<file path="src/rtl/vm_tdm_demux.sv">
`default_nettype none
// ============================================================================
// Module   : vm_tdm_demux
// Brief    : 4:1 TDM receive demultiplexer with slot select, frame
//            deserialisation and flywheel / loss-of-sync alignment tracking.
// Revision : 1.0 - initial release
// ============================================================================
module vm_tdm_demux #(
    parameter int MISS_MAX = 2
) (
    input  logic       clk,
    input  logic       rst,
    input  logic       en,
    input  logic       din,
    input  logic       frame_sync,
    output logic [1:0] sel,
    output logic [3:0] q,
    output logic       valid,
    output logic       locked,
    output logic       sync_err
);

    localparam logic [1:0] c_idle = 2'd0;
    localparam logic [1:0] c_hunt = 2'd1;
    localparam logic [1:0] c_run  = 2'd2;

    localparam logic [2:0] c_miss_max = 3'(MISS_MAX);

    logic [1:0] r_state, w_state;
    logic [1:0] r_slot, w_slot;
    logic [3:0] r_shadow, w_shadow;
    logic [2:0] r_miss, w_miss;
    logic [3:0] r_q, w_q;
    logic       r_valid, w_valid;
    logic       r_sync_err, w_sync_err;
    logic [2:0] w_miss_inc;

    assign w_miss_inc = r_miss + 3'd1;

    always_ff @(posedge clk) begin
        if (rst) begin
            r_state    <= c_idle;
            r_slot     <= 2'd0;
            r_shadow   <= 4'd0;
            r_miss     <= 3'd0;
            r_q        <= 4'd0;
            r_valid    <= 1'b0;
            r_sync_err <= 1'b0;
        end else begin
            r_state    <= w_state;
            r_slot     <= w_slot;
            r_shadow   <= w_shadow;
            r_miss     <= w_miss;
            r_q        <= w_q;
            r_valid    <= w_valid;
            r_sync_err <= w_sync_err;
        end
    end

    always_comb begin
        w_state    = r_state;
        w_slot     = r_slot;
        w_shadow   = r_shadow;
        w_miss     = r_miss;
        w_q        = r_q;
        w_valid    = 1'b0;
        w_sync_err = 1'b0;

        if (!en) begin
            // q deliberately holds so the last good word survives a disable
            w_state  = c_idle;
            w_slot   = 2'd0;
            w_miss   = 3'd0;
            w_shadow = 4'd0;
        end else begin
            case (r_state)
                c_idle: w_state = c_hunt;

                c_hunt: begin
                    if (frame_sync) begin
                        w_shadow = {3'd0, din};
                        w_slot   = 2'd1;
                        w_miss   = 3'd0;
                        w_state  = c_run;
                    end
                end

                c_run: begin
                    if (frame_sync && (r_slot != 2'd0)) begin
                        // Misaligned sync: drop the partial frame, restart at slot 0
                        w_sync_err = 1'b1;
                        w_shadow   = {3'd0, din};
                        w_slot     = 2'd1;
                        w_miss     = 3'd0;
                    end else if ((r_slot == 2'd0) && !frame_sync
                                 && (w_miss_inc == c_miss_max)) begin
                        w_state  = c_hunt;
                        w_slot   = 2'd0;
                        w_shadow = 4'd0;
                        w_miss   = 3'd0;
                    end else begin
                        w_shadow[r_slot] = din;
                        w_slot           = r_slot + 2'd1;
                        if (r_slot == 2'd0) begin
                            w_miss = frame_sync ? 3'd0 : w_miss_inc;
                        end
                        if (r_slot == 2'd3) begin
                            w_q     = {din, r_shadow[2:0]};
                            w_valid = 1'b1;
                        end
                    end
                end

                default: w_state = c_idle;
            endcase
        end
    end

    assign sel      = r_slot;
    assign q        = r_q;
    assign valid    = r_valid;
    assign locked   = (r_state == c_run);
    assign sync_err = r_sync_err;

endmodule
`default_nettype wire

</file>
<file path="config.mk">
export PLATFORM = sky130hd
export DESIGN_NAME = vm_tdm_demux
export DESIGN_NICKNAME = d
export VERILOG_FILES = /design/src/rtl/vm_tdm_demux.sv
export SDC_FILE = /design/constraint.sdc
export NUM_CORES = 1
export LEC_CHECK = 0
export CAP_MARGIN = 30
export CORE_ASPECT_RATIO = 0.8
export CORE_MARGIN = 1
export CORE_UTILIZATION = 52
export CTS_CLUSTER_DIAMETER = 50
export DETAILED_ROUTE_END_ITERATION = 10
export HOLD_SLACK_MARGIN = 0.12
export PLACE_DENSITY_LB_ADDON = 0.1
export RECOVER_POWER = 100
export SLEW_MARGIN = 20
export SYNTH_ARGS = -nofsm -noshare
export SYNTH_HDL_FRONTEND = slang
export SYNTH_SLANG_ARGS = --single-unit
</file>
<file path="constraint.sdc">
create_clock -name clk -period 2.37 [get_ports clk]
set_input_delay 0.474 -clock clk [delete_from_list [all_inputs] [get_ports clk]]
set_output_delay 0.474 -clock clk [all_outputs]
set_load 0.03 [all_outputs]
</file>
Fig. 1: run 1, clock wires, drivers and flops
Scale: 6 px per um.
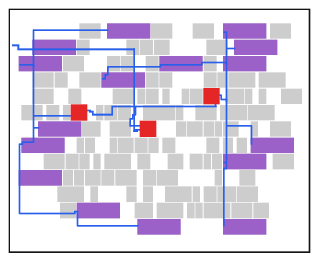
- clock wires: blue (length 220 um)
- clock drivers: red (count 3)
- flip-flops: purple (count 16)
- flops lie: widely spread
Layout Skew: 0.002743 ns
Clk pwr share: 30.2%
Insertion Delay late pin: 0.28 ns
Clock group: 0.000141 W

Fig. 2: run 1, cell outlines without signal wires
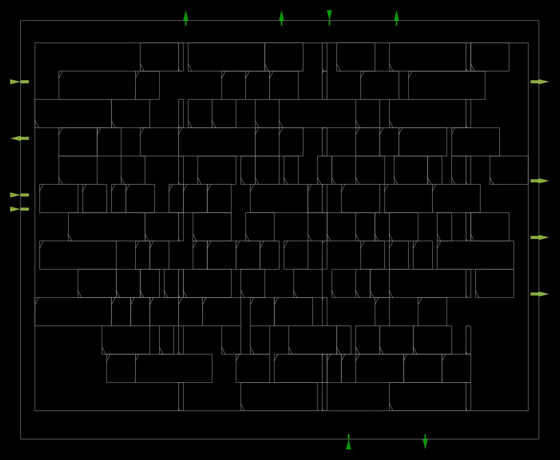
Tap Count: 22
non-filler cells, final: 143
# rows: 13
final core occ: 66.24%

Fig. 3: run 1, placed cells, one colour a class
Scale: 6 px per um.
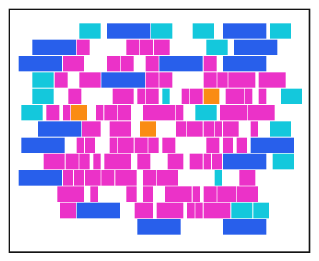
- clock drivers: orange (cells 3; share of their area 2.1%)
- other buffers and delay cells: cyan (cells 16; share of their area 13%)
- combinational and other logic: magenta (cells 86; share of their area 55%)
- flops: blue (cells 16; share of their area 30%)
post-route cell area: 1110 um^2
core area: 1675 um^2
sequential share of cell area: 28.86%

==> results.sh, run 1 <==
# yosys + openroad results
export IMPL_worstPathCellList="inv_1, ha_1, dlygate4sd3_1"
export IMPL_drt_initial_drc_count=19
export IMPL_placed_area_um2=1095
export IMPL_die_w_um=49.78
export IMPL_finalHoldViolations=0
export IMPL_yosysWarnings=0
export IMPL_min_path_cells=2
export IMPL_ys_ff=16
export IMPL_power_leader="sequential cells"
export IMPL_syn_num_nets=122
export IMPL_p_comb_share_pct=11.6
export IMPL_worstHoldPathType="flip-flop to flip-flop"
export IMPL_largest_reg_flops=4
export IMPL_p_seq_share_pct=58.2
export IMPL_slew_headroom_pct=70.37
export IMPL_use_met2_pct=40.88
export IMPL_pre_cts_ws_ns=0.1809
export IMPL_synthArstFlopShare_pct=0
export IMPL_ys_seq_share_pct=33.73
export IMPL_cp_start_kind="flip-flop"
export IMPL_period_needed_ns=2.086
export IMPL_diodes=0
export IMPL_end_kind="output port"
export IMPL_crit_slowest_cell="dlygate4sd3_1"
export IMPL_status="completed"
export IMPL_cts_made_buffers=3
export IMPL_h_tree_depth=1
export IMPL_cts_tree="built"
export IMPL_finalWorstSetupSlack_ns=0.2841
export IMPL_leakagePower_nw=0.4231
export IMPL_place_port_buffers=13
export IMPL_critPathTopFamily="buffers and inverters"
export IMPL_setup_viol=0
export IMPL_topCellsByArea="dfxtp_1 (34%), ha_1 (12%), nand2b_1 (7.9%)"
export IMPL_slew_viol_final=0
export IMPL_vias=818
export IMPL_syn_inst=108
export IMPL_crit_end="locked"
export IMPL_layout_top_cells="dfxtp_1 (16), nand2b_1 (12), inv_1 (11), dlygate4sd3_1 (11), ha_1 (9)"
export IMPL_top_area_cell="dfxtp_1"
export IMPL_syn_area_um2=949.7
export IMPL_io_pins=14
export IMPL_top_usage_layer="met2"
export IMPL_path_depth=3
export IMPL_final_nets=137
export IMPL_crit_fanout=3
export IMPL_wl_per_cell_um=14.34
export IMPL_grt_util_all_layers_pct=23.43
export IMPL_routed_wl_met2_um=923
export IMPL_root_buffer="clkbuf_4"
export IMPL_gp_congestion=0.8670
export IMPL_seq_power_w=0.000273
export IMPL_yosysUniqueCellTypes=36
export IMPL_lay_top_count="dfxtp_1"
export IMPL_post_drt_via_cell_ratio=5.720
export IMPL_max_freq_mhz=479.4
export IMPL_met1_length_um=964
export IMPL_path_clk_slew_ns=0.09
export IMPL_antenna_found_initial=0
export IMPL_powerComb_w=0.0000542
export IMPL_r2r_end="r_miss[0]$_SDFFE_PP0P_"
export IMPL_switchingPower_w=0.0001149
export IMPL_initCoreUtil_pct=56.68
export IMPL_use_met1_pct=27.38
export IMPL_layout_drive_gt1_share_pct=4.959
export IMPL_ctsHoldBuffers=0
export IMPL_rsz0062_at_grt="false"
export IMPL_worstSetupStartpoint="r_state[0]$_SDFFE_PP0P_"
export IMPL_ant_nets=0
export IMPL_warnings=32
export IMPL_rr_worst_depth=7
export IMPL_cts_setup_buffers=0
export IMPL_tightestPinTransition_ns=0.4445
export IMPL_holdWs_ns=0.4743
run 1: final cells by class:
| class | count | area [um^2] |
|---|---|---|
| Fill cell | 147 | 565.5 |
| Multi-Input combinational cell | 75 | 553.0 |
| Sequential cell | 16 | 320.3 |
| Timing Repair Buffer | 16 | 145.1 |
| Inverter | 11 | 41.29 |
| Tap cell | 22 | 27.53 |
| Clock buffer | 3 | 22.52 |
run 1: cell families (layout without fill, tap and decap cells):
family	count (synthesis)	count (layout)	share of synthesized area [%]
AND/OR/NAND/NOR	36	36	21.87
adder cells (fa/ha/maj)	9	9	11.86
buffers and inverters	17	30	8.037
flip-flops	16	16	33.73
AND-OR/OR-AND	24	24	18.31
multiplexers	5	5	5.270
XOR/XNOR	1	1	0.9224
## Run 2: what changed since run 1
--- a/config.mk
+++ b/config.mk
@@ -5,10 +5,11 @@
 export SDC_FILE = /design/constraint.sdc
 export NUM_CORES = 1
 export LEC_CHECK = 0
+export ABC_CLOCK_PERIOD_IN_PS = 2700
 export CAP_MARGIN = 30
 export CORE_ASPECT_RATIO = 0.8
 export CORE_MARGIN = 1
-export CORE_UTILIZATION = 52
+export CORE_UTILIZATION = 56
 export CTS_CLUSTER_DIAMETER = 50
 export DETAILED_ROUTE_END_ITERATION = 10
 export HOLD_SLACK_MARGIN = 0.12
==> constraint.sdc (replaced) <==
create_clock -name clk -period 2.7 [get_ports clk]
set_input_delay 0.405 -clock clk [delete_from_list [all_inputs] [get_ports clk]]
set_output_delay 0.405 -clock clk [all_outputs]
set_load 0.03 [all_outputs]
Fig. 4: run 2, nets reached from selected ports
Scale: 10 px per um.
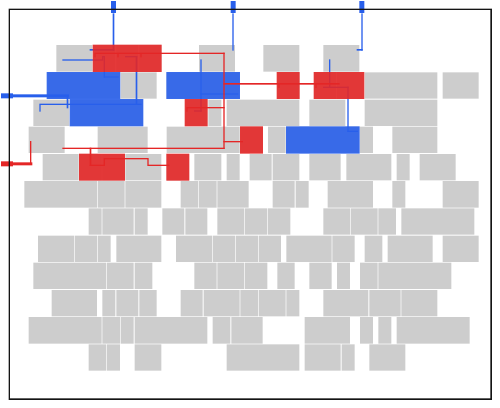
- `q`: blue (bits 4; direction output; end cells 4; wire 64.4 um)
- `rst`: red (bits 1; direction input; end cells 11; wire 72.3 um)
PortBufs: 13
IO Count: 14

Fig. 5: run 2, cell outlines without signal wires
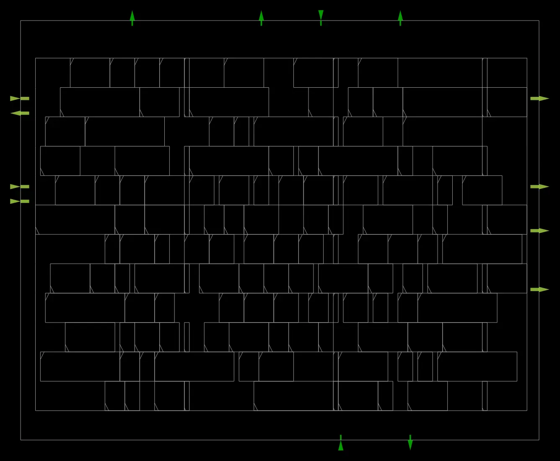
final core occ: 74.07%
sequential share of cell area: 29.09%

==> run 2 against run 1 <==
- global-route usage down 0.32 points
- cell count down 2.1%
- first-iteration DRC count up 68%
- area after synthesis unchanged
- total power down 4.8%
- worst hold slack about the same
- combinational power down 13%
- critical path type unchanged
==> results.sh, run 2 <==
# yosys + openroad results
export IMPL_initCoreUtil_pct=63.89
export IMPL_period_needed_ns=2.313
export IMPL_gp_congestion=0.8250
export IMPL_finalHoldViolations=0
export IMPL_ys_seq_share_pct=33.73
export IMPL_wl_per_cell_um=13.34
export IMPL_finalCritPeriodShare_pct=85.66
export IMPL_rr_worst_depth=6
export IMPL_min_path_cells=2
export IMPL_ys_ff=16
export IMPL_switching_share_pct=23.65
export IMPL_ys_cells=108
export IMPL_edf_count=0
export IMPL_cts_sinks=16
export IMPL_setup_tns_ns=0
export IMPL_ctsHoldBuffers=0
export IMPL_remaining_drc_errors=0
export IMPL_worstPathCellList="inv_1, ha_1, dlygate4sd3_1"
export IMPL_r2r_end="q[2]$_SDFFE_PP0P_"
export IMPL_vias=799
export IMPL_seq_power_w=0.000239
export IMPL_ys_chip_area_um2=949.7
export IMPL_layout_cells_non_filler=140
export IMPL_warnings=32
export IMPL_cts_path_max_buffers=2
export IMPL_root_buffer="clkbuf_4"
export IMPL_criticalPathCategory="flip-flop to output port"
export IMPL_reg2reg_slack_ns=0.52
export IMPL_path_depth=3
export IMPL_grt_pass1_vias=645
export IMPL_leakagePower_nw=0.4211
export IMPL_maxCapViolCount=0
export IMPL_ir_drop_mv=0.3007
export IMPL_antenna_found_initial=0
export IMPL_arrival_ns=1.91
export IMPL_worstSkewPairLatency_ns=0.29
export IMPL_r2r_start="r_state[0]$_SDFFE_PP0P_"
export IMPL_powerDensity_nw_per_um2=404.8
export IMPL_critPathMaxStageDelay_ns=0.80
export IMPL_cp_start_kind="flip-flop"
export IMPL_drt_initial_drc_count=32
export IMPL_post_drt_via_cell_ratio=5.707
export IMPL_grt_first_pass_wirelength_um=2898
export IMPL_diodes=0
export IMPL_p_comb_share_pct=10.6
export IMPL_drt_pass1_iterations=5
export IMPL_grt_util_all_layers_pct=23.11
export IMPL_p_seq_share_pct=53.7
export IMPL_ctsResizeCount=0
export IMPL_fp_row_count=12
export IMPL_switchingPower_w=0.0001054
export IMPL_holdWs_ns=0.4745
export IMPL_powerComb_w=0.0000471
export IMPL_dp_cells=136
export IMPL_worstHoldPathType="flip-flop to flip-flop"
export IMPL_largest_reg_flops=4
export IMPL_topCellsByArea="dfxtp_1 (34%), ha_1 (12%), nand2b_1 (7.9%)"
export IMPL_tightestPinTransition_ns=0.5059
export IMPL_worstHoldStart="q[3]$_SDFFE_PP0P_"
export IMPL_die_size_y_um=38.84
export IMPL_fill_cells=114
export IMPL_placed_area_um2=1071
export IMPL_design_core_area_um2=1486
export IMPL_lay_top_count="dfxtp_1"
export IMPL_power_leader="sequential cells"
export IMPL_syn_area_um2=949.7
export IMPL_cts_tree="built"
export IMPL_synthArstFlopShare_pct=0
export IMPL_layout_drive_gt1_share_pct=4.202
export IMPL_required_ns=2.30
export IMPL_design_area_um2=1101
export IMPL_path_clk_slew_ns=0.10
export IMPL_max_freq_mhz=432.4
export IMPL_min_to="q[3]$_SDFFE_PP0P_"
export IMPL_setup_viol=0
export IMPL_chipArea_um2=1866
export IMPL_layout_top_cells="dfxtp_1 (16), nand2b_1 (12), inv_1 (11)"
export IMPL_power_w=0.0004458
export IMPL_worstSetupStartpoint="r_state[0]$_SDFFE_PP0P_"
export IMPL_ant_nets=0
export IMPL_overflow=0
export IMPL_synthMostInstantiatedCell="dfxtp_1"
export IMPL_status="completed"
export IMPL_syn_num_nets=122
export IMPL_pg_clk_w=0.000159
export IMPL_crit_slowest_cell="dlygate4sd3_1"
export IMPL_critPathTopFamily="buffers and inverters"
export IMPL_slew_viol_final=0
export IMPL_syn_inst=108
export IMPL_grt_max_degree=12
export IMPL_p_int_w=0.0003404
export IMPL_die_w_um=48.04
export IMPL_end_kind="output port"
export IMPL_pre_cts_ws_ns=0.4553
export IMPL_yosys_most_used_dff="dfxtp_1"
export IMPL_slew_headroom_pct=66.05
export IMPL_syn_to_final_growth_pct=15.94
export IMPL_yosysUniqueCellTypes=36
export IMPL_finalWorstSetupSlack_ns=0.3871
export IMPL_synth_avg_cell_area_um2=8.793
export IMPL_h_tree_depth=1
export IMPL_top_area_cell="dfxtp_1"
export IMPL_rsz0062_at_grt="false"
export IMPL_crit_fanout=11
export IMPL_fin_skew_ns=0.007335
export IMPL_netlist_area_leader_share_pct=33.73
export IMPL_pwr_share_clk_pct=35.7
export IMPL_common_cells="dfxtp_1 (16), nand2b_1 (12), inv_1 (11), ha_1 (9), a21oi_1 (6)"
export IMPL_cts_setup_buffers=0
export IMPL_final_nets=134
export IMPL_wl_um=1868
export IMPL_crit_buf_inv=2
export IMPL_cts_made_buffers=3
export IMPL_dpl_hpwl_um=1335
export IMPL_yosysWarnings=0
export IMPL_crit_end="locked"
-- run 2: per-layer routing --
metal	track usage, %	share of wire, %	vias to the layer above
met5	0	0	-
met4	4.167	0.75	0
li1	-	-	399
met3	8.411	7.5	2
met2	35.14	42	36
met1	31.27	50	362
-- run 2: cell type report --
type	instances	area, um^2	share of cell area (%)
multi-input combinational	75	546.8	49.66
sequential	16	320.3	29.09
tap	21	26.28	2.386
clock buffer	4	36.28	3.295
timing repair buffer	13	130.1	11.82
inverter	11	41.29	3.750
-- run 2: cells by family after synthesis --
group | share of synthesized area (%)
adders and majority gates | 11.86
and+or+nand+nor | 21.87
xor gates and xnor gates | 0.9224
AOI/OAI and AO/OA | 18.31
muxes | 5.270
buffers and inverters | 8.037
DFF | 33.73
## Run 3: what changed since run 2
--- a/config.mk
+++ b/config.mk
@@ -15,6 +15,7 @@
 export HOLD_SLACK_MARGIN = 0.12
 export PLACE_DENSITY_LB_ADDON = 0.1
 export RECOVER_POWER = 100
+export SKIP_LAST_GASP = 1
 export SLEW_MARGIN = 20
 export SYNTH_ARGS = -nofsm -noshare
 export SYNTH_HDL_FRONTEND = slang
Fig. 6: run 3, nets reached from selected ports
Scale: 10 px per um.
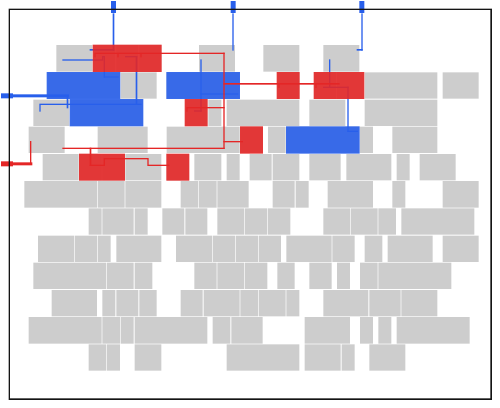
- `q`: blue (bits 4; direction output; end cells 4; wire 64.4 um)
- `rst`: red (bits 1; direction input; end cells 11; wire 72.3 um)

Fig. 7: run 3, sequential cells grouped by signal name
Scale: 6 px per um.
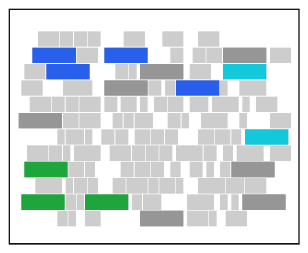
- `q`: blue (sequential cells 4)
- `r_miss`: green (sequential cells 3)
- `sel`: cyan (sequential cells 2)
- not coloured: 7
seq pwr: 0.000239 W
Flop area: 320.3 um^2

==> run 3 against run 2 <==
- clock power barely moved
- sequential share of layout area stayed put
- first-iteration DRC count did not move
- design area unchanged
- total power is the same
- non-clock buffer count did not move
- sequential cell count stayed put
- core utilization unchanged
- critical endpoint unchanged
==> results.sh, run 3 <==
# yosys + openroad results
export IMPL_status="completed"
export IMPL_grt_util_all_layers_pct=23.11
export IMPL_synth_adder_area_share_pct=11.86
export IMPL_initCoreUtil_pct=63.89
export IMPL_reg2reg_slack_ns=0.52
export IMPL_top_usage_layer="met2"
export IMPL_layout_cells_non_filler=140
export IMPL_gp_congestion=0.8250
export IMPL_finalWorstSetupSlack_ns=0.3871
export IMPL_wl_met3_um=140
export IMPL_tightestPinTransition_ns=0.5059
export IMPL_power_leader="sequential cells"
export IMPL_vias=799
export IMPL_worstHoldPathType="flip-flop to flip-flop"
export IMPL_crit_fanout=11
export IMPL_drt_pass1_iterations=5
export IMPL_die_w_um=48.04
export IMPL_max_freq_mhz=432.4
export IMPL_pg_clk_w=0.000159
export IMPL_dpl_hpwl_um=1335
export IMPL_powerDensity_nw_per_um2=404.8
export IMPL_post_drt_via_cell_ratio=5.707
export IMPL_cp_start_kind="flip-flop"
export IMPL_ys_chip_area_um2=949.7
export IMPL_synthArstFlopShare_pct=0
export IMPL_switching_share_pct=23.65
export IMPL_mux_area_share_pct=5.270
export IMPL_die_size_y_um=38.84
export IMPL_min_path_cells=2
export IMPL_syn_num_nets=122
export IMPL_ant_nets=0
export IMPL_ys_ff=16
export IMPL_yosysWarnings=0
export IMPL_r2r_end="q[2]$_SDFFE_PP0P_"
export IMPL_finalCritPeriodShare_pct=85.66
export IMPL_root_buffer="clkbuf_4"
export IMPL_required_ns=2.30
export IMPL_setup_viol=0
export IMPL_cts_path_max_buffers=2
export IMPL_placed_area_um2=1071
export IMPL_diodes=0
export IMPL_p_seq_share_pct=53.7
export IMPL_r2r_start="r_state[0]$_SDFFE_PP0P_"
export IMPL_xor_area_share_pct=0.9223
export IMPL_syn_inst=108
export IMPL_layout_drive_gt1_share_pct=4.202
export IMPL_h_tree_depth=1
export IMPL_largest_reg_flops=4
export IMPL_yosys_most_used_dff="dfxtp_1"
export IMPL_critPathMaxStageDelay_ns=0.80
export IMPL_arrival_ns=1.91
export IMPL_rr_worst_depth=6
export IMPL_io_pins=14
export IMPL_worstPathCellList="inv_1, ha_1, dlygate4sd3_1"
export IMPL_synth_avg_cell_area_um2=8.793
export IMPL_topCellsByArea="dfxtp_1 (34%), ha_1 (12%), nand2b_1 (7.9%)"
export IMPL_lay_top_count="dfxtp_1"
export IMPL_leakagePower_nw=0.4211
export IMPL_criticalPathCategory="flip-flop to output port"
export IMPL_p_int_w=0.0003404
export IMPL_grt_max_degree=12
export IMPL_place_port_buffers=13
export IMPL_path_clk_slew_ns=0.10
export IMPL_worstSkewPairLatency_ns=0.29
export IMPL_wl_per_cell_um=13.34
export IMPL_simple_gate_share_pct=21.87
export IMPL_design_core_area_um2=1486
export IMPL_holdWs_ns=0.4745
export IMPL_end_kind="output port"
export IMPL_highest_layer="met4"
export IMPL_design_area_um2=1101
export IMPL_period_needed_ns=2.313
export IMPL_syn_area_um2=949.7
export IMPL_top_area_cell="dfxtp_1"
export IMPL_crit_slowest_cell="dlygate4sd3_1"
export IMPL_pre_cts_ws_ns=0.4553
export IMPL_yosysUniqueCellTypes=36
export IMPL_ys_seq_share_pct=33.73
export IMPL_chipArea_um2=1866
export IMPL_p_comb_share_pct=10.6
export IMPL_finalHoldViolations=0
export IMPL_fp_row_count=12
export IMPL_routed_wl_met2_um=779
export IMPL_layout_top_cells="dfxtp_1 (16), nand2b_1 (12), inv_1 (11)"
export IMPL_cts_made_buffers=3
export IMPL_powerComb_w=0.0000471
export IMPL_slew_viol_final=0
export IMPL_aoi_share_pct=18.31
export IMPL_grt_pass1_vias=645
export IMPL_crit_end="locked"
export IMPL_cts_sinks=16
export IMPL_wl_um=1868
export IMPL_ctsResizeCount=0
## run 3: cell counts after synthesis
No cell type changed its count.
## run 3: cell type report
cell class | instances | area (um^2) | share of cell area, %
repair buffers | 13 | 130.1 | 11.82
clock buffers | 4 | 36.28 | 3.295
inverters | 11 | 41.29 | 3.750
multi-input cells | 75 | 546.8 | 49.66
flip-flops and latches | 16 | 320.3 | 29.09
well taps | 21 | 26.28 | 2.386
## run 3: kinds of logic (layout without fill, tap and decap cells)
kind of cell	after synthesis	count (layout)
adders and majority gates	9	9
xor gates and xnor gates	1	1
buffers and inverters	17	28
and+or+nand+nor	36	36
muxes	5	5
DFF	16	16
AOI/OAI and AO/OA	24	24
## run 3: worst max-delay path: cells and delay by family (launching register included)
family                     cells  cell delay, ns
buffers and inverters          2            0.90
adders and majority gates      1            0.38
DFF                            1            0.34
No activity file was given, so power comes from the tool's default toggle rates.
